`config.mk`:
```
export PLATFORM = sky130hd
export DESIGN_NAME = spi_burst_target
export DESIGN_NICKNAME = d
export VERILOG_FILES = /design/src/rtl/spi_target_pkg.sv /design/src/rtl/spi_pin_sync.sv /design/src/rtl/spi_burst_target.sv
export SDC_FILE = /design/constraint.sdc
export NUM_CORES = 1
export LEC_CHECK = 0
export ABC_AREA = 0
export CAP_MARGIN = 20
export CORE_ASPECT_RATIO = 0.6
export CORE_MARGIN = 1
export CORE_UTILIZATION = 47
export DETAILED_ROUTE_END_ITERATION = 6
export GPL_TIMING_DRIVEN = 1
export PLACE_DENSITY = 0.81
export SETUP_SLACK_MARGIN = 0.5
export SLEW_MARGIN = 10
export SYNTH_ARGS = -nofsm -noshare
export SYNTH_HDL_FRONTEND = slang
export SYNTH_SLANG_ARGS = --single-unit
```
`constraint.sdc`:
```
create_clock -name i_clk -period 3.65 [get_ports i_clk]
set_input_delay 1.095 -clock i_clk [delete_from_list [all_inputs] [get_ports i_clk]]
set_output_delay 1.095 -clock i_clk [all_outputs]
set_load 0.05 [all_outputs]
```
`src/rtl/spi_target_pkg.sv`:
```
// Shared definitions for the SPI burst target: FSM state encoding and the
// mode-dependent choice of which SCK edge samples SDI.
package spi_target_pkg;

  typedef enum logic [2:0] {
    StStall,  // waiting for cs to be seen high before accepting a frame
    StIdle,   // cs high, counters cleared, waiting for cs to fall
    StCmd,    // receiving the command word, shifting out status
    StStage,  // one cycle: load the next tx word
    StData,   // receiving / transmitting a data word
    StFull    // MAX_WORDS received; further sample edges are an overrun
  } spi_state_e;

  // SDI is sampled on the rising SCK edge when CPOL == CPHA, otherwise on the
  // falling edge. The opposite edge is the shift edge.
  function automatic logic sample_on_rise(input logic cpol, input logic cpha);
    return (cpol == cpha);
  endfunction

endpackage

```
`src/rtl/spi_pin_sync.sv`:
```
// Synchroniser for the asynchronous SPI pins. All outputs are registered one
// cycle after the last synchroniser stage so that levels and edge strobes line
// up in the same clk cycle.
module spi_pin_sync #(
  parameter int unsigned SYNC_STAGES = 2
) (
  input  logic i_clk,
  input  logic i_rst_n,
  input  logic i_sck,
  input  logic i_sdi,
  input  logic i_cs,
  output logic o_sck_rise,
  output logic o_sck_fall,
  output logic o_sdi,
  output logic o_cs,
  output logic o_cs_rise,
  output logic o_cs_fall
);

  logic [SYNC_STAGES-1:0] r_sck_pipe;
  logic [SYNC_STAGES-1:0] r_sdi_pipe;
  logic [SYNC_STAGES-1:0] r_cs_pipe;
  logic                   r_sck_last;
  logic                   r_sck_rise;
  logic                   r_sck_fall;
  logic                   r_sdi;
  logic                   r_cs;
  logic                   r_cs_rise;
  logic                   r_cs_fall;

  logic w_sck_s;
  logic w_sdi_s;
  logic w_cs_s;

  assign w_sck_s = r_sck_pipe[SYNC_STAGES-1];
  assign w_sdi_s = r_sdi_pipe[SYNC_STAGES-1];
  assign w_cs_s  = r_cs_pipe[SYNC_STAGES-1];

  // Synchroniser chains plus registered edge strobes. The cs chain resets low
  // so that a frame already in progress at reset release is never mistaken
  // for a fresh one: the FSM waits for a real high level first.
  always_ff @(posedge i_clk or negedge i_rst_n) begin
    if (!i_rst_n) begin
      r_sck_pipe <= '0;
      r_sdi_pipe <= '0;
      r_cs_pipe  <= '0;
      r_sck_last <= 1'b0;
      r_sck_rise <= 1'b0;
      r_sck_fall <= 1'b0;
      r_sdi      <= 1'b0;
      r_cs       <= 1'b0;
      r_cs_rise  <= 1'b0;
      r_cs_fall  <= 1'b0;
    end else begin
      r_sck_pipe <= {r_sck_pipe[SYNC_STAGES-2:0], i_sck};
      r_sdi_pipe <= {r_sdi_pipe[SYNC_STAGES-2:0], i_sdi};
      r_cs_pipe  <= {r_cs_pipe[SYNC_STAGES-2:0], i_cs};
      r_sck_last <= w_sck_s;
      r_sck_rise <= w_sck_s & ~r_sck_last;
      r_sck_fall <= ~w_sck_s & r_sck_last;
      r_sdi      <= w_sdi_s;
      r_cs       <= w_cs_s;
      r_cs_rise  <= w_cs_s & ~r_cs;
      r_cs_fall  <= ~w_cs_s & r_cs;
    end
  end

  assign o_sck_rise = r_sck_rise;
  assign o_sck_fall = r_sck_fall;
  assign o_sdi      = r_sdi;
  assign o_cs       = r_cs;
  assign o_cs_rise  = r_cs_rise;
  assign o_cs_fall  = r_cs_fall;

endmodule

```
`src/rtl/spi_burst_target.sv`:
```
// SPI target carrying one command word followed by 1..MAX_WORDS full-duplex
// data words per cs-low frame. All SPI modes; pins are synchronised into clk.
module spi_burst_target
  import spi_target_pkg::*;
#(
  parameter int unsigned CMD_BITS    = 8,
  parameter int unsigned WORD_BITS   = 32,
  parameter int unsigned MAX_WORDS   = 4,
  parameter bit          CPOL        = 1'b0,
  parameter bit          CPHA        = 1'b0,
  parameter int unsigned SYNC_STAGES = 2
) (
  input  logic                             i_clk,
  input  logic                             i_rst_n,
  input  logic                             i_sck,
  input  logic                             i_sdi,
  input  logic                             i_cs,
  output logic                             o_sdo,
  input  logic [CMD_BITS-1:0]              i_status,
  output logic [CMD_BITS-1:0]              o_cmd,
  output logic                             o_cmd_valid,
  output logic                             o_tx_req,
  input  logic [WORD_BITS-1:0]             i_tx_word,
  output logic [WORD_BITS-1:0]             o_rx_word,
  output logic                             o_rx_valid,
  output logic [$clog2(MAX_WORDS+1)-1:0]   o_word_index,
  output logic                             o_xfer_done,
  output logic                             o_xfer_abort,
  output logic                             o_overrun
);

  // The tx shift register is shared by the status and data phases, so it is
  // as wide as the wider word; shorter words are left-justified.
  localparam int unsigned SR_W   = (CMD_BITS > WORD_BITS) ? CMD_BITS : WORD_BITS;
  localparam int unsigned BCNT_W = $clog2(SR_W + 1);
  localparam int unsigned WIDX_W = $clog2(MAX_WORDS + 1);
  localparam bit          SAMPLE_RISE = sample_on_rise(CPOL, CPHA);

  localparam logic [BCNT_W-1:0] CMD_LAST  = BCNT_W'(CMD_BITS);
  localparam logic [BCNT_W-1:0] WORD_LAST = BCNT_W'(WORD_BITS);
  localparam logic [WIDX_W-1:0] WIDX_MAX  = WIDX_W'(MAX_WORDS);

  // Synchronised pin view
  logic w_sck_rise;
  logic w_sck_fall;
  logic w_sdi;
  logic w_cs;
  logic w_cs_rise;
  logic w_cs_fall;

  spi_pin_sync #(
    .SYNC_STAGES (SYNC_STAGES)
  ) u_pin_sync (
    .i_clk      (i_clk),
    .i_rst_n    (i_rst_n),
    .i_sck      (i_sck),
    .i_sdi      (i_sdi),
    .i_cs       (i_cs),
    .o_sck_rise (w_sck_rise),
    .o_sck_fall (w_sck_fall),
    .o_sdi      (w_sdi),
    .o_cs       (w_cs),
    .o_cs_rise  (w_cs_rise),
    .o_cs_fall  (w_cs_fall)
  );

  logic w_sample;
  logic w_shift;

  assign w_sample = SAMPLE_RISE ? w_sck_rise : w_sck_fall;
  assign w_shift  = SAMPLE_RISE ? w_sck_fall : w_sck_rise;

  // State and datapath registers
  spi_state_e           r_state;
  logic [BCNT_W-1:0]    r_bit_cnt;
  logic [WIDX_W-1:0]    r_word_idx;
  logic [CMD_BITS-1:0]  r_cmd_sr;
  logic [WORD_BITS-1:0] r_rx_sr;
  logic [SR_W-1:0]      r_tx_sr;
  logic [CMD_BITS-1:0]  r_cmd;
  logic [WORD_BITS-1:0] r_rx_word;
  logic                 r_overrun;
  logic                 r_cmd_valid;
  logic                 r_tx_req;
  logic                 r_rx_valid;
  logic                 r_done;
  logic                 r_abort;
  logic                 r_sdo;

  // Next-state values
  spi_state_e           w_state_nxt;
  logic [BCNT_W-1:0]    w_bit_cnt_nxt;
  logic [WIDX_W-1:0]    w_word_idx_nxt;
  logic [CMD_BITS-1:0]  w_cmd_sr_nxt;
  logic [WORD_BITS-1:0] w_rx_sr_nxt;
  logic [SR_W-1:0]      w_tx_sr_nxt;
  logic [CMD_BITS-1:0]  w_cmd_nxt;
  logic [WORD_BITS-1:0] w_rx_word_nxt;
  logic                 w_overrun_nxt;
  logic                 w_cmd_valid_nxt;
  logic                 w_tx_req_nxt;
  logic                 w_rx_valid_nxt;
  logic                 w_done_nxt;
  logic                 w_abort_nxt;
  logic                 w_sdo_en_nxt;

  // Helper terms
  logic [BCNT_W-1:0]    w_bit_cnt_inc;
  logic [WIDX_W-1:0]    w_word_idx_inc;
  logic [CMD_BITS-1:0]  w_cmd_shifted;
  logic [WORD_BITS-1:0] w_rx_shifted;
  logic [SR_W-1:0]      w_tx_shifted;
  logic [SR_W-1:0]      w_status_ext;
  logic [SR_W-1:0]      w_tx_word_ext;

  assign w_bit_cnt_inc  = r_bit_cnt + 1'b1;
  assign w_word_idx_inc = r_word_idx + 1'b1;
  assign w_cmd_shifted  = CMD_BITS'({r_cmd_sr, w_sdi});
  assign w_rx_shifted   = WORD_BITS'({r_rx_sr, w_sdi});
  assign w_tx_shifted   = {r_tx_sr[SR_W-2:0], 1'b0};
  assign w_status_ext   = SR_W'(i_status) << (SR_W - CMD_BITS);
  assign w_tx_word_ext  = SR_W'(i_tx_word) << (SR_W - WORD_BITS);

  // Next-state and datapath update. A cs rise is checked before any SCK edge
  // so it wins when both land in the same cycle. tx_sr only shifts once the
  // current word has seen a sample edge, which keeps the MSB on sdo ahead of
  // the first sample edge in every mode.
  always_comb begin
    w_state_nxt     = r_state;
    w_bit_cnt_nxt   = r_bit_cnt;
    w_word_idx_nxt  = r_word_idx;
    w_cmd_sr_nxt    = r_cmd_sr;
    w_rx_sr_nxt     = r_rx_sr;
    w_tx_sr_nxt     = r_tx_sr;
    w_cmd_nxt       = r_cmd;
    w_rx_word_nxt   = r_rx_word;
    w_overrun_nxt   = r_overrun;
    w_cmd_valid_nxt = 1'b0;
    w_tx_req_nxt    = 1'b0;
    w_rx_valid_nxt  = 1'b0;
    w_done_nxt      = 1'b0;
    w_abort_nxt     = 1'b0;

    case (r_state)
      StStall: begin
        if (w_cs) begin
          w_state_nxt = StIdle;
        end
      end

      StIdle: begin
        w_bit_cnt_nxt  = '0;
        w_word_idx_nxt = '0;
        if (w_cs_fall) begin
          w_tx_sr_nxt   = w_status_ext;
          w_cmd_sr_nxt  = '0;
          w_rx_sr_nxt   = '0;
          w_overrun_nxt = 1'b0;
          w_state_nxt   = StCmd;
        end
      end

      StCmd: begin
        if (w_cs_rise) begin
          w_abort_nxt = 1'b1;
          w_state_nxt = StIdle;
        end else if (w_sample) begin
          w_cmd_sr_nxt  = w_cmd_shifted;
          w_bit_cnt_nxt = w_bit_cnt_inc;
          if (w_bit_cnt_inc == CMD_LAST) begin
            w_cmd_nxt       = w_cmd_shifted;
            w_cmd_valid_nxt = 1'b1;
            w_tx_req_nxt    = 1'b1;
            w_bit_cnt_nxt   = '0;
            w_state_nxt     = StStage;
          end
        end else if (w_shift && (r_bit_cnt != '0)) begin
          w_tx_sr_nxt = w_tx_shifted;
        end
      end

      StStage: begin
        // Sits on a word boundary: ending here is clean only if a data word
        // has already completed.
        if (w_cs_rise) begin
          w_done_nxt  = (r_word_idx != '0);
          w_abort_nxt = (r_word_idx == '0);
          w_state_nxt = StIdle;
        end else begin
          w_tx_sr_nxt = w_tx_word_ext;
          w_state_nxt = StData;
        end
      end

      StData: begin
        if (w_cs_rise) begin
          if ((r_bit_cnt != '0) || (r_word_idx == '0)) begin
            w_abort_nxt = 1'b1;
          end else begin
            w_done_nxt = 1'b1;
          end
          w_state_nxt = StIdle;
        end else if (w_sample) begin
          w_rx_sr_nxt   = w_rx_shifted;
          w_bit_cnt_nxt = w_bit_cnt_inc;
          if (w_bit_cnt_inc == WORD_LAST) begin
            w_rx_word_nxt  = w_rx_shifted;
            w_rx_valid_nxt = 1'b1;
            w_word_idx_nxt = w_word_idx_inc;
            w_bit_cnt_nxt  = '0;
            if (w_word_idx_inc < WIDX_MAX) begin
              w_tx_req_nxt = 1'b1;
              w_state_nxt  = StStage;
            end else begin
              w_state_nxt = StFull;
            end
          end
        end else if (w_shift && (r_bit_cnt != '0)) begin
          w_tx_sr_nxt = w_tx_shifted;
        end
      end

      StFull: begin
        if (w_cs_rise) begin
          w_done_nxt  = 1'b1;
          w_state_nxt = StIdle;
        end else if (w_sample) begin
          w_overrun_nxt = 1'b1;
          w_state_nxt   = StStall;
        end
      end

      default: begin
        w_state_nxt = StStall;
      end
    endcase

    w_sdo_en_nxt = (w_state_nxt == StCmd) || (w_state_nxt == StStage) ||
                   (w_state_nxt == StData);
  end

  // State, counters, shift registers and registered outputs.
  always_ff @(posedge i_clk or negedge i_rst_n) begin
    if (!i_rst_n) begin
      r_state     <= StStall;
      r_bit_cnt   <= '0;
      r_word_idx  <= '0;
      r_cmd_sr    <= '0;
      r_rx_sr     <= '0;
      r_tx_sr     <= '0;
      r_cmd       <= '0;
      r_rx_word   <= '0;
      r_overrun   <= 1'b0;
      r_cmd_valid <= 1'b0;
      r_tx_req    <= 1'b0;
      r_rx_valid  <= 1'b0;
      r_done      <= 1'b0;
      r_abort     <= 1'b0;
      r_sdo       <= 1'b0;
    end else begin
      r_state     <= w_state_nxt;
      r_bit_cnt   <= w_bit_cnt_nxt;
      r_word_idx  <= w_word_idx_nxt;
      r_cmd_sr    <= w_cmd_sr_nxt;
      r_rx_sr     <= w_rx_sr_nxt;
      r_tx_sr     <= w_tx_sr_nxt;
      r_cmd       <= w_cmd_nxt;
      r_rx_word   <= w_rx_word_nxt;
      r_overrun   <= w_overrun_nxt;
      r_cmd_valid <= w_cmd_valid_nxt;
      r_tx_req    <= w_tx_req_nxt;
      r_rx_valid  <= w_rx_valid_nxt;
      r_done      <= w_done_nxt;
      r_abort     <= w_abort_nxt;
      r_sdo       <= w_tx_sr_nxt[SR_W-1] & w_sdo_en_nxt;
    end
  end

  assign o_sdo        = r_sdo;
  assign o_cmd        = r_cmd;
  assign o_cmd_valid  = r_cmd_valid;
  assign o_tx_req     = r_tx_req;
  assign o_rx_word    = r_rx_word;
  assign o_rx_valid   = r_rx_valid;
  assign o_word_index = r_word_idx;
  assign o_xfer_done  = r_done;
  assign o_xfer_abort = r_abort;
  assign o_overrun    = r_overrun;

endmodule
```
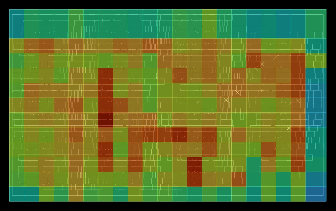
Figure 1: run 1, congestion heat map.
met1 Resource Use GR: 34.3%
met2 demand-to-capacity share in global routing: 33.6%
gr busiest metal: met1
average routed wire per standard cell: 16.4 um

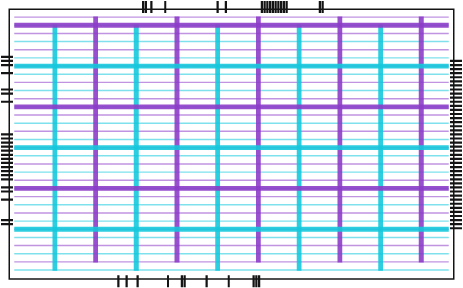
Figure 2: run 1, supply network.
Drawn at 3 px/um. Pins as bars on the die edge.
Key: cyan = VSS; purple = VDD
The core has 31 rows. 32 met1 rails follow the rows. 95 signal pins sit on the boundary.
Die X-Extent: 148 um
Chip Height: 89.4 um
VDD IR max: 0.381 mV
Core Area: 12200 um2

==> summary.log, run 1 <==
[worst_setup_path] maximum cell stage delay along the critical path 840 ps
[yosys] simple logic cell fraction of the synthesized area 18.1%
[run_status] result of the run finished with violations
[grt] vias in the first global route 4563
[grt] All-Layer GR Usage 23.3%
[run] tool warnings 28
[sta] final critical-path setup slack 872 ps
[cts] number of setup buffers added after CTS 0
[sta] number of setup violations in the final report 0
[pwr] Internal Power 3270 uW
[place] IO Port Bufs 94
[cells_and_area] footprint of the flip-flops and latches 3550 um2
[yosys] fraction of post-synthesis cell area in the top cell type by area 59.4%
[pwr] Clk network pwr share 39.7%
[yosys] Post-Synthesis Cells 603
[grt] largest net degree at the start of global routing 79
[sta] transition at the pin with the smallest max-transition slack 937 ps
[worst_setup_path] worst path arrival time 1680 ps
[worst_setup_path] list of cells traversed by the critical path clkdlybuf4s50_1
[yosys] Top logic family simple AND/OR/NAND/NOR gates
[worst_setup_path] Worst R2R Path Depth 6
[yosys] Yosys Chip Area 5980 um2
[worst_setup_path] kind of start point of the critical path flip-flop
[cells_and_area] area overhead of the layout relative to synthesis 28.5%
[cts] number of H-tree levels 4
[sta] post-layout period usage of the worst path 76.1%
[worst_setup_path] Critical path origin o_word_index[2]
[route] iteration tally of the first detailed-router pass 7
[cells_and_area] number of filler cells placed in the layout 970
[yosys] dominant cell type by area after synthesis sky130_fd_sc_hd__dfrtp_1
[pwr] part of the total power dissipated in sequential elements 41.9%
[sta] worst hold slack 350 ps
[cells_and_area] multi-input combinational cell count 388
[cts] number of cells upsized or downsized after cts 0
[yosys] XOR Share, Synth 0.439%
[place] GPL Wtd Cong 0.905
[die] initial cell density of the core 49.0%
[sta] max_slew headroom 37.5%
[worst_setup_path] Critical path buffers and inverters 1
[die] chip area 13200 um2
[cts] Clock Pin Slew Worst Setup and Hold Paths 60 ps
[route] wire length the detailed router placed on met1 6.78 mm
[yosys] area share of fa/ha/maj cells after synthesis 0.836%
[worst_hold_path] Hold Path Sink u_pin_sync.r_sdi_pipe[1]
[route] DRC violations left 18
[worst_setup_path] crit path kind reg2out
[yosys] top cells by count sky130_fd_sc_hd__nand2_1, sky130_fd_sc_hd__dfrtp_1, sky130_fd_sc_hd__o21ai_0
[cells_and_area] Post-Layout Cell Count 864
[pwr] clock network power 1850 uW
[cells_and_area] share of the final layout cell area in sequential cells 46.2%
[route] via count of the routed design 4728
[sta] number of pins exceeding their max-slew limit in the final report 0
[sta] Total Negative Setup Slacks 0 ps
[pwr] switching power summed over all nets 1380 uW
[worst_hold_path] hold wc startpoint u_pin_sync.r_sdi_pipe[0]
[worst_setup_path] total number of cells along the worst setup path 1
[yosys] count of unique library cells instantiated by Yosys 57
[yosys] Post-Syn Area 5980 um2
[cells_and_area] Comb/total area 27.9%
[cells_and_area] layout cells sized above 1 8.44%
[grt] wire length of the first global-routing pass 23.5 mm
[route] detailed-route wire length 14.2 mm
[run_status] failing checks design-rule violations
[pwr] total combinational power 858 uW
[route] uppermost layer routed met4
[worst_setup_path] endpoint of the most critical register-to-register path o_sdo
[die] tap cells 165
[cells_and_area] non-clock inverter count 35
[yosys] ao+oa area frac 14.2%
[run] number of violations of the max-capacitance limit 0
[place] placed cell count 832
[cells_and_area] number of non-clock buffers in the layout 102
[route] DR WL met2 6.09 mm
[route] number of DRC violations after detailed-routing iteration 0 555
[pwr] combinational share of power 18.4%
[yosys] average size of a mapped cell 9.92 um2
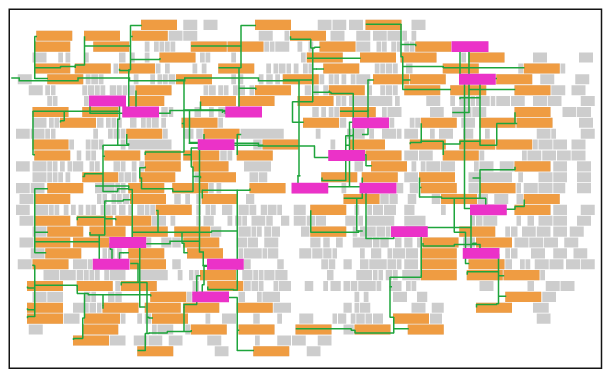
Figure 3: run 1, clock wires, drivers and flops.
Drawn at 4 px/um.
Key: orange = flip-flops [count 142]; magenta = clock drivers [count 17]; green = clock wires [length 1660 um]
There are 18 routed clock nets.

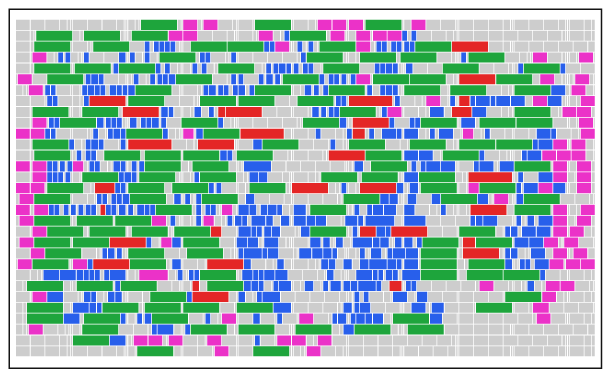
Figure 4: run 1, cell classes on the final placement.
Drawn at 4 px/um. Fill, decap, tap and diode cells in grey.
Key: blue = combinational and other logic [cells 423]; magenta = remaining buffers and delay cells [cells 102]; green = sequential cells [cells 142]; red = clock drivers and dummy loads [cells 32]
Cell Rows: 31
final std cell area, no fill: 7690 um2
Final Core Density: 62.9%

Figure 5. Sequential cells grouped by signal name (run 1).
Drawn at 4 px/um.
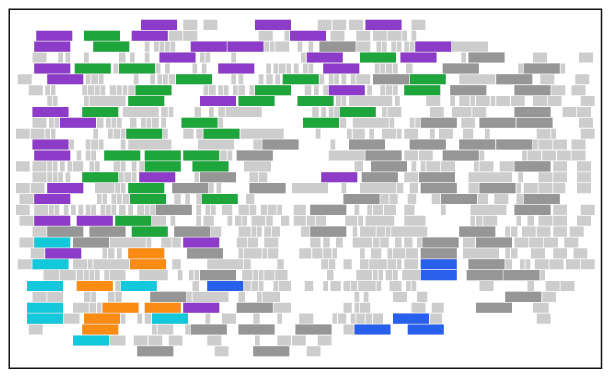

==> run 2: changes to the inputs <==
Clock period 3.65 ns to 2.7 ns, I/O delays scaled along.
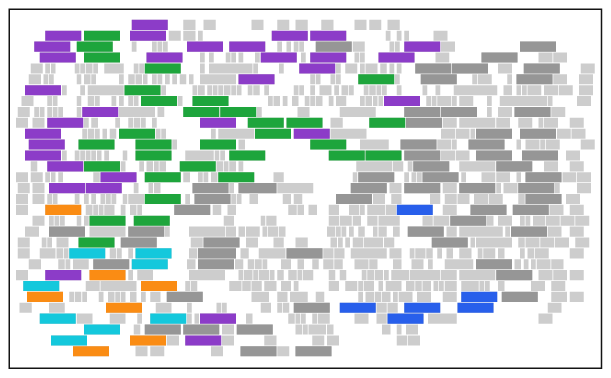
Figure 6: run 2, sequential cells grouped by signal name.
Drawn at 4 px/um.
Key: cyan = `o_cmd` [sequential cells 8, where lower left]; green = `r_rx_sr` [sequential cells 31]; orange = `r_cmd_sr` [sequential cells 7, where lower left]; blue = `r_bit_cnt` [sequential cells 6]; purple = `o_rx_word` [sequential cells 32]
share of the final layout cell area in sequential cells: 45.6%
reported sequential group power: 2540 uW

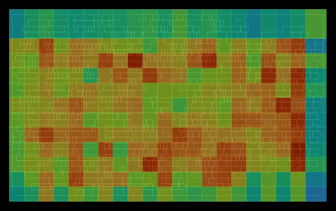
Figure 7: run 2, congestion heat map.
All-Layer GR Usage: 23.9%
met2 demand-to-capacity share in global routing: 37.8%
average routed wire per standard cell: 16.6 um
gr busiest metal: met2

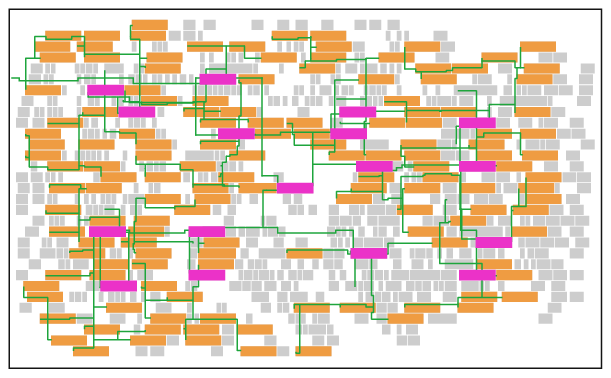
Figure 8: run 2, clock wires, drivers and flops.
Drawn at 4 px/um.
Key: green = clock wires [length 1710 um]; orange = flip-flops [count 142]; magenta = clock drivers [count 17]
Position of the flops: widely spread. There are 18 routed clock nets.
Clk network pwr share: 38.3%
clock network power: 2400 uW
final setup skew: 11.4 ps

==> run 2 against run 1 <==
The flow now finishes without violations. Clock power grew about 30%. Clock skew is essentially flat. Die size is the same. Hold slack gained 7.7 ps. Area after synthesis is the same. Utilization grew 0.88 points. Flip-flop count is the same. Largest cell class unchanged.
==> summary.log, run 2 <==
[cells_and_area] multi-input combinational cell count 389
[route] via count of the routed design 4800
[worst_setup_path] Worst R2R Path Depth 6
[grt] largest net degree at the start of global routing 66
[sta] final critical-path setup slack 555 ps
[run_status] result of the run finished clean
[cells_and_area] Post-Layout Cell Count 881
[yosys] Yosys Chip Area 5980 um2
[route] number of DRC violations after detailed-routing iteration 0 381
[die] Chip Height 89.4 um
[yosys] Top logic family simple AND/OR/NAND/NOR gates
[worst_setup_path] worst path arrival time 1340 ps
[worst_setup_path] Critical path origin o_rx_word[5]
[sta] Total Negative Setup Slacks 0 ps
[cells_and_area] final std cell area, no fill 7790 um2
[die] chip area 13200 um2
[route] iteration tally of the first detailed-router pass 6
[yosys] simple logic cell fraction of the synthesized area 18.1%
[worst_hold_path] hold wc startpoint u_pin_sync.r_sdi_pipe[0]
[route] DRC violations left 0
[route] uppermost layer routed met4
[worst_setup_path] maximum cell stage delay along the critical path 540 ps
[grt] vias in the first global route 4756
[grt] wire length of the first global-routing pass 24.1 mm
[worst_setup_path] kind of start point of the critical path flip-flop
[pwr] Internal Power 4350 uW
[cts] number of setup buffers added after CTS 3
[worst_setup_path] endpoint of the most critical register-to-register path o_sdo
[yosys] Post-Syn Area 5980 um2
[die] Cell Rows 31
[cells_and_area] number of non-clock buffers in the layout 118
[worst_setup_path] crit path kind reg2out
[run] number of violations of the max-capacitance limit 0
[worst_setup_path] list of cells traversed by the critical path dlygate4sd2_1
[die] Core Area 12200 um2
[yosys] count of unique library cells instantiated by Yosys 57
[yosys] average size of a mapped cell 9.92 um2
[cells_and_area] footprint of the flip-flops and latches 3560 um2
[worst_setup_path] Critical path buffers and inverters 1
[worst_setup_path] total number of cells along the worst setup path 1
[yosys] fraction of post-synthesis cell area in the top cell type by area 59.4%
[route] detailed-route wire length 14.6 mm
[place] IO Port Bufs 94
[cells_and_area] layout cells sized above 1 11.5%
[pwr] VDD IR max 0.517 mV
[worst_hold_path] Hold Path Sink u_pin_sync.r_sdi_pipe[1]
[sta] post-layout period usage of the worst path 79.5%
[grt] met1 Resource Use GR 32.6%
[yosys] ao+oa area frac 14.2%
[sta] transition at the pin with the smallest max-transition slack 651 ps
[sta] worst hold slack 358 ps
[sta] number of pins exceeding their max-slew limit in the final report 0
[cts] number of H-tree levels 4
[cells_and_area] number of filler cells placed in the layout 1000
[route] DR WL met2 6.59 mm
[die] initial cell density of the core 49.0%
[yosys] dominant cell type by area after synthesis sky130_fd_sc_hd__dfrtp_1
[die] tap cells 165
[cells_and_area] non-clock inverter count 35
[cells_and_area] area overhead of the layout relative to synthesis 30.3%
[yosys] Post-Synthesis Cells 603
Power figures rest on the tool's default switching activity, not on a simulated workload.
